$ cat src/rtl/pulse_period_meter.sv
// Period meter: synchronises a raw pulse, counts prescaled ticks between rising edges
// and averages 2^AVG_LOG2 periods per result. Optional level filter: PULSE_DEGLITCH_EN.
module pulse_period_meter #(
  parameter int COUNT_W         = 16,
  parameter int AVG_LOG2        = 2,
  parameter int SYNC_STAGES     = 2,
  parameter int DEGLITCH_CYCLES = 4
) (
  input  logic               clk,
  input  logic               rst_n,
  input  logic               enable,
  input  logic [2:0]         clk_config,
  input  logic               input_pulse,
  output logic [COUNT_W-1:0] period,
  output logic               period_valid,
  output logic               timeout,
  output logic               busy
);

  localparam int SUM_W = COUNT_W + AVG_LOG2;
  localparam int IDX_W = AVG_LOG2 + 1;
  localparam logic [COUNT_W-1:0] CNT_MAX  = '1;
  localparam logic [IDX_W-1:0]   IDX_LAST = IDX_W'((1 << AVG_LOG2) - 1);

  typedef enum logic [1:0] {
    IDLE    = 2'd0,
    MEASURE = 2'd1,
    TIMEOUT = 2'd2
  } state_t;

  state_t               r_state;
  logic [SYNC_STAGES-1:0] r_sync;
  logic                 r_levelPrev;
  logic [6:0]           r_presc;
  logic [COUNT_W-1:0]   r_count;
  logic [SUM_W-1:0]     r_sum;
  logic [IDX_W-1:0]     r_idx;
  logic [2:0]           r_cfgPrev;
  logic [COUNT_W-1:0]   r_period;
  logic                 r_periodValid;
  logic                 r_timeout;
  logic                 r_busy;

  logic                 w_syncOut;
  logic                 w_level;
  logic                 w_edge;
  logic [6:0]           w_prescLast;
  logic                 w_tick;
  logic [COUNT_W:0]     w_countInc;
  logic [COUNT_W-1:0]   w_sample;
  logic [SUM_W-1:0]     w_sumNext;
  logic                 w_countSat;
  logic                 w_cfgChanged;

  always_ff @(posedge clk or negedge rst_n) begin
    if (!rst_n) r_sync <= '0;
    else        r_sync <= {r_sync[SYNC_STAGES-2:0], input_pulse};
  end

  assign w_syncOut = r_sync[SYNC_STAGES-1];

`ifdef PULSE_DEGLITCH_EN
  localparam int DG_W = (DEGLITCH_CYCLES > 1) ? $clog2(DEGLITCH_CYCLES) : 1;
  logic            r_filtLevel;
  logic [DG_W-1:0] r_dgCnt;

  // The filtered level follows the synchroniser only once the new level has held for the full window.
  always_ff @(posedge clk or negedge rst_n) begin
    if (!rst_n) begin
      r_filtLevel <= 1'b0;
      r_dgCnt     <= '0;
    end else if (w_syncOut != r_filtLevel) begin
      if (r_dgCnt == DG_W'(DEGLITCH_CYCLES - 1)) begin
        r_filtLevel <= w_syncOut;
        r_dgCnt     <= '0;
      end else begin
        r_dgCnt <= r_dgCnt + DG_W'(1);
      end
    end else begin
      r_dgCnt <= '0;
    end
  end

  assign w_level = r_filtLevel;
`else
  assign w_level = w_syncOut;
`endif

  always_ff @(posedge clk or negedge rst_n) begin
    if (!rst_n) r_levelPrev <= 1'b0;
    else        r_levelPrev <= w_level;
  end

  assign w_edge = w_level & ~r_levelPrev;

  assign w_prescLast = 7'((8'd1 << clk_config) - 8'd1);
  assign w_tick      = (r_presc == w_prescLast);

  // Restarting the prescaler on each edge keeps tick phase aligned to the period start.
  always_ff @(posedge clk or negedge rst_n) begin
    if (!rst_n)                 r_presc <= '0;
    else if (w_edge || w_tick)  r_presc <= '0;
    else                        r_presc <= r_presc + 7'd1;
  end

  assign w_countInc = {1'b0, r_count} + (COUNT_W+1)'(w_tick);
  assign w_sample   = w_countInc[COUNT_W] ? CNT_MAX : w_countInc[COUNT_W-1:0];
  assign w_sumNext  = r_sum + SUM_W'(w_sample);
  assign w_countSat = (r_count == CNT_MAX);
  assign w_cfgChanged = (clk_config != r_cfgPrev);

  // Control FSM; enable dominates, then a prescale change, then edge before saturation.
  always_ff @(posedge clk or negedge rst_n) begin
    if (!rst_n) begin
      r_state       <= IDLE;
      r_count       <= '0;
      r_sum         <= '0;
      r_idx         <= '0;
      r_cfgPrev     <= '0;
      r_period      <= '0;
      r_periodValid <= 1'b0;
      r_timeout     <= 1'b0;
      r_busy        <= 1'b0;
    end else begin
      r_periodValid <= 1'b0;
      r_cfgPrev     <= clk_config;
      if (!enable) begin
        r_state   <= IDLE;
        r_count   <= '0;
        r_sum     <= '0;
        r_idx     <= '0;
        r_timeout <= 1'b0;
        r_busy    <= 1'b0;
      end else begin
        case (r_state)
          IDLE: begin
            r_count <= '0;
            if (w_edge) begin
              r_state <= MEASURE;
              r_sum   <= '0;
              r_idx   <= '0;
              r_busy  <= 1'b1;
            end
          end
          MEASURE: begin
            if (w_cfgChanged) begin
              r_state <= IDLE;
              r_count <= '0;
              r_sum   <= '0;
              r_idx   <= '0;
              r_busy  <= 1'b0;
            end else if (w_edge) begin
              r_count <= '0;
              if (r_idx == IDX_LAST) begin
                r_period      <= COUNT_W'(w_sumNext >> AVG_LOG2);
                r_periodValid <= 1'b1;
                r_sum         <= '0;
                r_idx         <= '0;
              end else begin
                r_sum <= w_sumNext;
                r_idx <= r_idx + IDX_W'(1);
              end
            end else if (w_countSat) begin
              r_state   <= TIMEOUT;
              r_count   <= '0;
              r_sum     <= '0;
              r_idx     <= '0;
              r_timeout <= 1'b1;
              r_busy    <= 1'b0;
            end else if (w_tick) begin
              r_count <= r_count + COUNT_W'(1);
            end
          end
          TIMEOUT: begin
            r_count <= '0;
            r_sum   <= '0;
            r_idx   <= '0;
            if (w_edge) begin
              r_state   <= MEASURE;
              r_timeout <= 1'b0;
              r_busy    <= 1'b1;
            end
          end
          default: begin
            r_state <= IDLE;
            r_busy  <= 1'b0;
          end
        endcase
      end
    end
  end

  assign period       = r_period;
  assign period_valid = r_periodValid;
  assign timeout      = r_timeout;
  assign busy         = r_busy;

endmodule
$ cat config.mk
export PLATFORM = sky130hd
export DESIGN_NAME = pulse_period_meter
export DESIGN_NICKNAME = d
export VERILOG_FILES = /design/src/rtl/pulse_period_meter.sv
export SDC_FILE = /design/constraint.sdc
export NUM_CORES = 1
export LEC_CHECK = 0
export CAP_MARGIN = 20
export CELL_PAD_IN_SITES_DETAIL_PLACEMENT = 1
export CELL_PAD_IN_SITES_GLOBAL_PLACEMENT = 1
export CORE_ASPECT_RATIO = 1.5
export CORE_UTILIZATION = 42
export DETAILED_ROUTE_END_ITERATION = 10
export PLACE_DENSITY_LB_ADDON = 0.1
export SLEW_MARGIN = 20
export SYNTH_ARGS = -nofsm -noshare
export SYNTH_HDL_FRONTEND = slang
export SYNTH_SLANG_ARGS = --single-unit
export TNS_END_PERCENT = 1
$ cat constraint.sdc
create_clock -name clk -period 4.7 [get_ports clk]
set_clock_uncertainty 0.2 [all_clocks]
set_input_delay 1.175 -clock clk [delete_from_list [all_inputs] [get_ports clk]]
set_output_delay 1.175 -clock clk [all_outputs]
set_load 0.03 [all_outputs]
==> results.txt, run 1 <==
Implementation results.

The count of plain and timing-repair buffers in the layout is 93. The final setup violation count is 28. The commonest cells after synthesis are sky130_fd_sc_hd__dfrtp_1 (70), sky130_fd_sc_hd__nand2_1 (45), sky130_fd_sc_hd__nor2_1 (35). In the Yosys stats the netlist draws on 51 distinct library cells. The average wire length per cell after detail routing is 20.34 um. The run finished, with violations left.

Looking at the clock tree report, the root buffer type is sky130_fd_sc_hd__clkbuf_16. The register share of the cell area is 29.56%. After clock tree synthesis, the flow added hold-fix buffers numbering 0.

The area of the mapped netlist is 0.004290 sq mm. The top cell types in the final layout, fill and taps aside, are sky130_fd_sc_hd__dfrtp_1 (70), sky130_fd_sc_hd__buf_4 (62), sky130_fd_sc_hd__nand2_1 (39), sky130_fd_sc_hd__nor2_1 (33), sky130_fd_sc_hd__xnor2_1 (24). The final reports fail on DRC, setup timing. In this run the number of cells on the critical path is 23. The cell with the largest stage delay on the worst path is sky130_fd_sc_hd__or3b_4. Among the non-sequential cells, simple AND/OR/NAND/NOR gates take the most area. The critical path in the final layout is reported with a setup slack of -0.6830 ns.

The dominant kind of cell is multi-input combinational cells. The average footprint of a synthesized cell is 9.555 sq um. The fraction of layout instances using a drive strength above 1 is 30.93%. The tap cell instance count is 115. The DRC violation total left in the routed layout is recorded as 8. The cell type with the highest aggregate area in the netlist is sky130_fd_sc_hd__dfrtp_1.

In this run, synthesis inferred 0 flip-flops with an integrated enable. The time the worst path needs with I/O delays and setup is 5.383 ns.
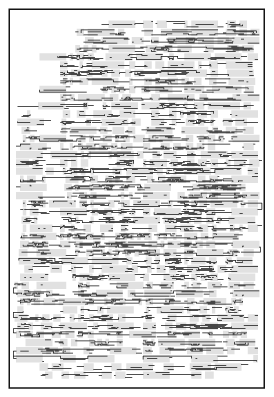
run_1/met1.png
Drawn at 3 px/um.
nets with wire on the layer: 531
share of all routed wire: 38%
main direction: horizontal
wire length on this layer: 5080 um

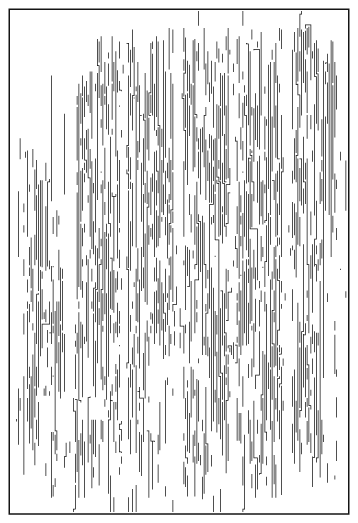
run_1/met2.png
Drawn at 4 px/um.
longest straight run: 79.2 um
share of all routed wire: 57%
main direction: vertical
wire length on this layer: 7660 um

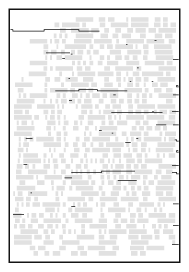
run_1/met3.png
Drawn at 2 px/um.
nets with wire on the layer: 25
main direction: horizontal
share of all routed wire: 1.7%
longest straight run: 25.3 um
wire length on this layer: 224 um
via total after detailed routing: 3804
final routed wirelength across all metal layers: 13.32 mm
global-route track usage on met3: 3.866%

run_1/met4.png
Drawn at 2 px/um.
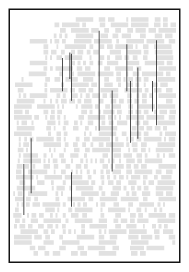

--- run 2 (diff from run 1) ---
- SLEW_MARGIN: 20 -> default
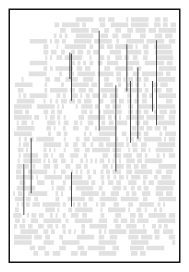
run_2/met4.png
Drawn at 2 px/um.
nets with wire on the layer: 10
share of all routed wire: 2.6%
wire length on this layer: 344 um
main direction: vertical
via total after detailed routing: 3803
final routed wirelength across all metal layers: 13.30 mm

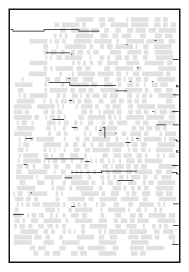
run_2/met3.png
Drawn at 2 px/um.
nets with wire on the layer: 28
main direction: horizontal
longest straight run: 23.0 um
share of all routed wire: 1.8%
wire length on this layer: 234 um

==> run 2 against run 1 <==
Die area did not move; utilization did not move; hold slack got worse by 0.0012 ns; the run still ends with DRC, setup timing left; fmax fell by 0.18%; sequential power barely moved; setup slack got worse by 0.0095 ns; first-iteration DRC count rose by 18%; synthesized cell count did not move; clock power barely moved; register-to-register slack barely moved; combinational power barely moved; critical path depth did not move.
==> results.txt, run 2 <==
Implementation results.

The run finished, with violations left. The final reports fail on DRC, setup timing. The total DRC errors in the routed layout is 8 (unchanged). The dominant kind of combinational cell is simple AND/OR/NAND/NOR gates. The worst setup slack after layout came to -0.6925 ns (-0.009546 ns). The count of library flops with an enable pin is 0 (unchanged). Looking at the critical path, the single cell with the biggest stage delay is sky130_fd_sc_hd__or3b_4.

The area of the mapped netlist was 0.004290 sq mm (unchanged). Of all cell types, the one taking the most synthesized area is sky130_fd_sc_hd__dfrtp_1. The register share of the cell area came to 29.56% (unchanged). The fraction of layout instances using a drive strength above 1 is 30.93% (unchanged).

The tap cell instance count is 115 (unchanged). The hold buffer count at cts was 0 (unchanged). The time the worst path needs with I/O delays and setup is 5.393 ns (+0.009546 ns). The number of distinct library cell variants in the gate-level netlist after synthesis is 51 (unchanged). The final setup violation count is 28 (unchanged). Sorting the synthesized cells by how often they occur yields sky130_fd_sc_hd__dfrtp_1 (70), sky130_fd_sc_hd__nand2_1 (45), sky130_fd_sc_hd__nor2_1 (35). The average footprint of a synthesized cell is 9.555 sq um (unchanged). The count of plain and timing-repair buffers in the layout was 93 (unchanged). In the layout the commonest cells are sky130_fd_sc_hd__dfrtp_1 (70), sky130_fd_sc_hd__buf_4 (63), sky130_fd_sc_hd__nand2_1 (39), sky130_fd_sc_hd__nor2_1 (33), sky130_fd_sc_hd__xnor2_1 (24). The class occupying the most area after layout is reported as multi-input combinational cells.
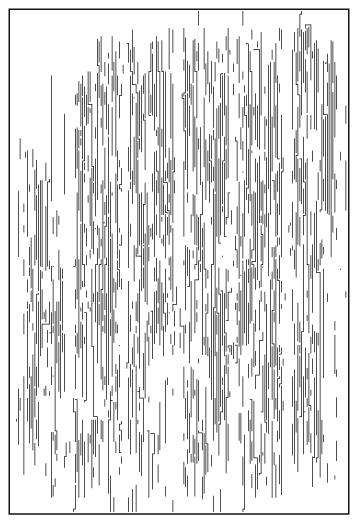
run_2/met2.png
Drawn at 4 px/um.
wire length on this layer: 7580 um
share of all routed wire: 57%

run_2/final_congestion.png
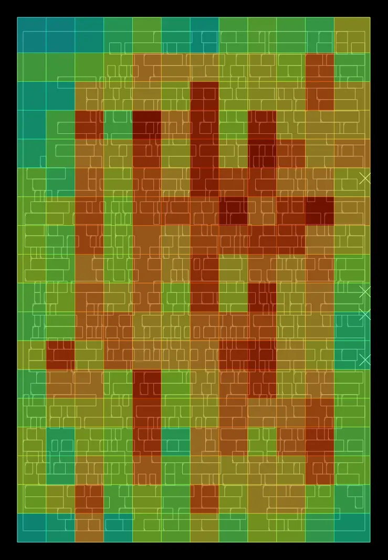

--- run 3 (diff from run 2) ---
- CORE_ASPECT_RATIO: 1.5 -> 0.5
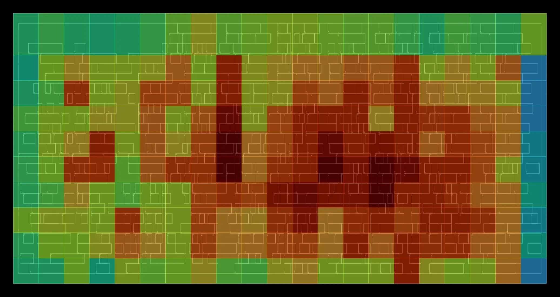
run_3/final_congestion.png
utilization after layout: 63.35%
highest-utilization routing layer at the global route stage: met2
global-route track usage on met3: 6.460%
total track usage: 26.94%
routing usage on met2: 47.44%

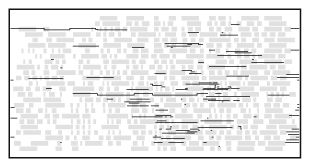
run_3/met3.png
Drawn at 2 px/um.
wire length on this layer: 759 um
nets with wire on the layer: 73
share of all routed wire: 4.8%
longest straight run: 22.3 um
main direction: horizontal
via total after detailed routing: 4146
final routed wirelength across all metal layers: 15.82 mm

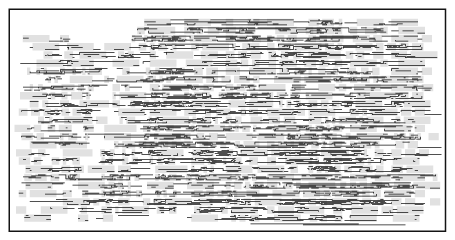
run_3/met1.png
Drawn at 3 px/um.
wire length on this layer: 6670 um
nets with wire on the layer: 525

==> run 3 against run 2 <==
First-iteration DRC count rose by 130%; utilization increased by 2.9 points; total power increased by 1.2%; largest cell class unchanged; register-to-register slack barely moved; sequential power about the same; critical path depth up 1; wire length rose by 19%; sequential share of layout area decreased by 0.95 points; the flow finishes with violations (setup timing); hold slack improved by 0.0045 ns; via count up 9.0%; fmax decreased by 0.22%; critical path type unchanged; die area rose by 0.15%.
==> results.txt, run 3 <==
Implementation results.

Ranked by instance count, the synthesized netlist is headed by sky130_fd_sc_hd__dfrtp_1 (70), sky130_fd_sc_hd__nand2_1 (45), sky130_fd_sc_hd__nor2_1 (35). The fraction of layout instances using a drive strength above 1 is 35.86% (+4.9 points). The flow ran to the end, but the final reports show violations. The STA report counts the stages on the worst setup path as 24. Counting flops per register, the top entry is r_sum.

In the synthesized netlist, the number of instances is 449. The register with the most flip-flops in the layout has 18 of them. Measured along the x axis, the die boundary spans 144.9 um. The group with the largest share of power is clock.

The floorplan step set the die height to 73.47 um. Per the detail_route report, routed wire per instance is 23.40 um. The logic gate share of total power is 10.4%. After detailed routing, the met2 layer carries 7.702 mm of wire.

The biggest area contributor in the post-synthesis netlist is sky130_fd_sc_hd__dfrtp_1. The placeable core area is 0.009666 sq mm. The tap cell instance count came to 135 (+17%). In the final layout, the clock buffer count is 9. Routing resource usage on met1 recorded by global route was 32.89%. The share of async-settable or async-resettable flops after synthesis is 100.0%. The number of distinct library cell variants in the gate-level netlist after synthesis is 51 (unchanged). The worst-case reg-to-reg setup slack stands at 0.33 ns. The hold buffer count at cts is 0 (unchanged). The adder-cell area share of the yosys netlist is 6.882%. The worst setup slack after layout is -0.7043 ns (-0.01180 ns). The multi-input combinational cell count is 354.

The logs give a warning total of 29. The area after detailed placement is 0.005101 sq mm. The register share of the cell area is 28.61% (-0.95 points). The number of antenna violations at the first check in global routing is 0. Summing the areas of all and, or, nand and nor instances in the mapped netlist gives 19.54% of the synthesized area. The area of the mapped netlist is 0.004290 sq mm (unchanged). Setup repair after global routing could not meet its margin everywhere. The average footprint of a synthesized cell was 9.555 sq um (unchanged). The time the worst path needs with I/O delays and setup came to 5.404 ns (+0.01181 ns). Per the cell usage report, the commonest logic cells after layout are sky130_fd_sc_hd__dfrtp_1 (70), sky130_fd_sc_hd__buf_4 (65), sky130_fd_sc_hd__nand2_1 (38), sky130_fd_sc_hd__nor2_1 (30), sky130_fd_sc_hd__xnor2_1 (22). The post-synthesis cell count from yosys is 449. The count of plain and timing-repair buffers in the layout is 94 (+1.1%). For this design, the slowest cell found on the critical path is sky130_fd_sc_hd__or3b_4. The flow reports power dissipated in sequential cells as 0.651 mW. The final setup violation count is 26 (-7.1%). The checks that failed: setup timing. In the synthesized netlist, the dominant kind of combinational cell is simple AND/OR/NAND/NOR gates. The dominant register cell in the synthesized netlist is sky130_fd_sc_hd__dfrtp_1. The count of library flops with an enable pin came to 0 (unchanged).

Among all cell classes, the greatest summed area belongs to multi-input combinational cells. The final estimated routing congestion in global placement is 0.9013. Nets still carrying antenna violations after routing amount to 0. The slew at the pin with the worst max-slew slack is 0.8126 ns. The via count of the first global-routing pass was 4167. The total DRC errors in the routed layout was 0 (-8).
Power is estimated from default activity; no workload was simulated.
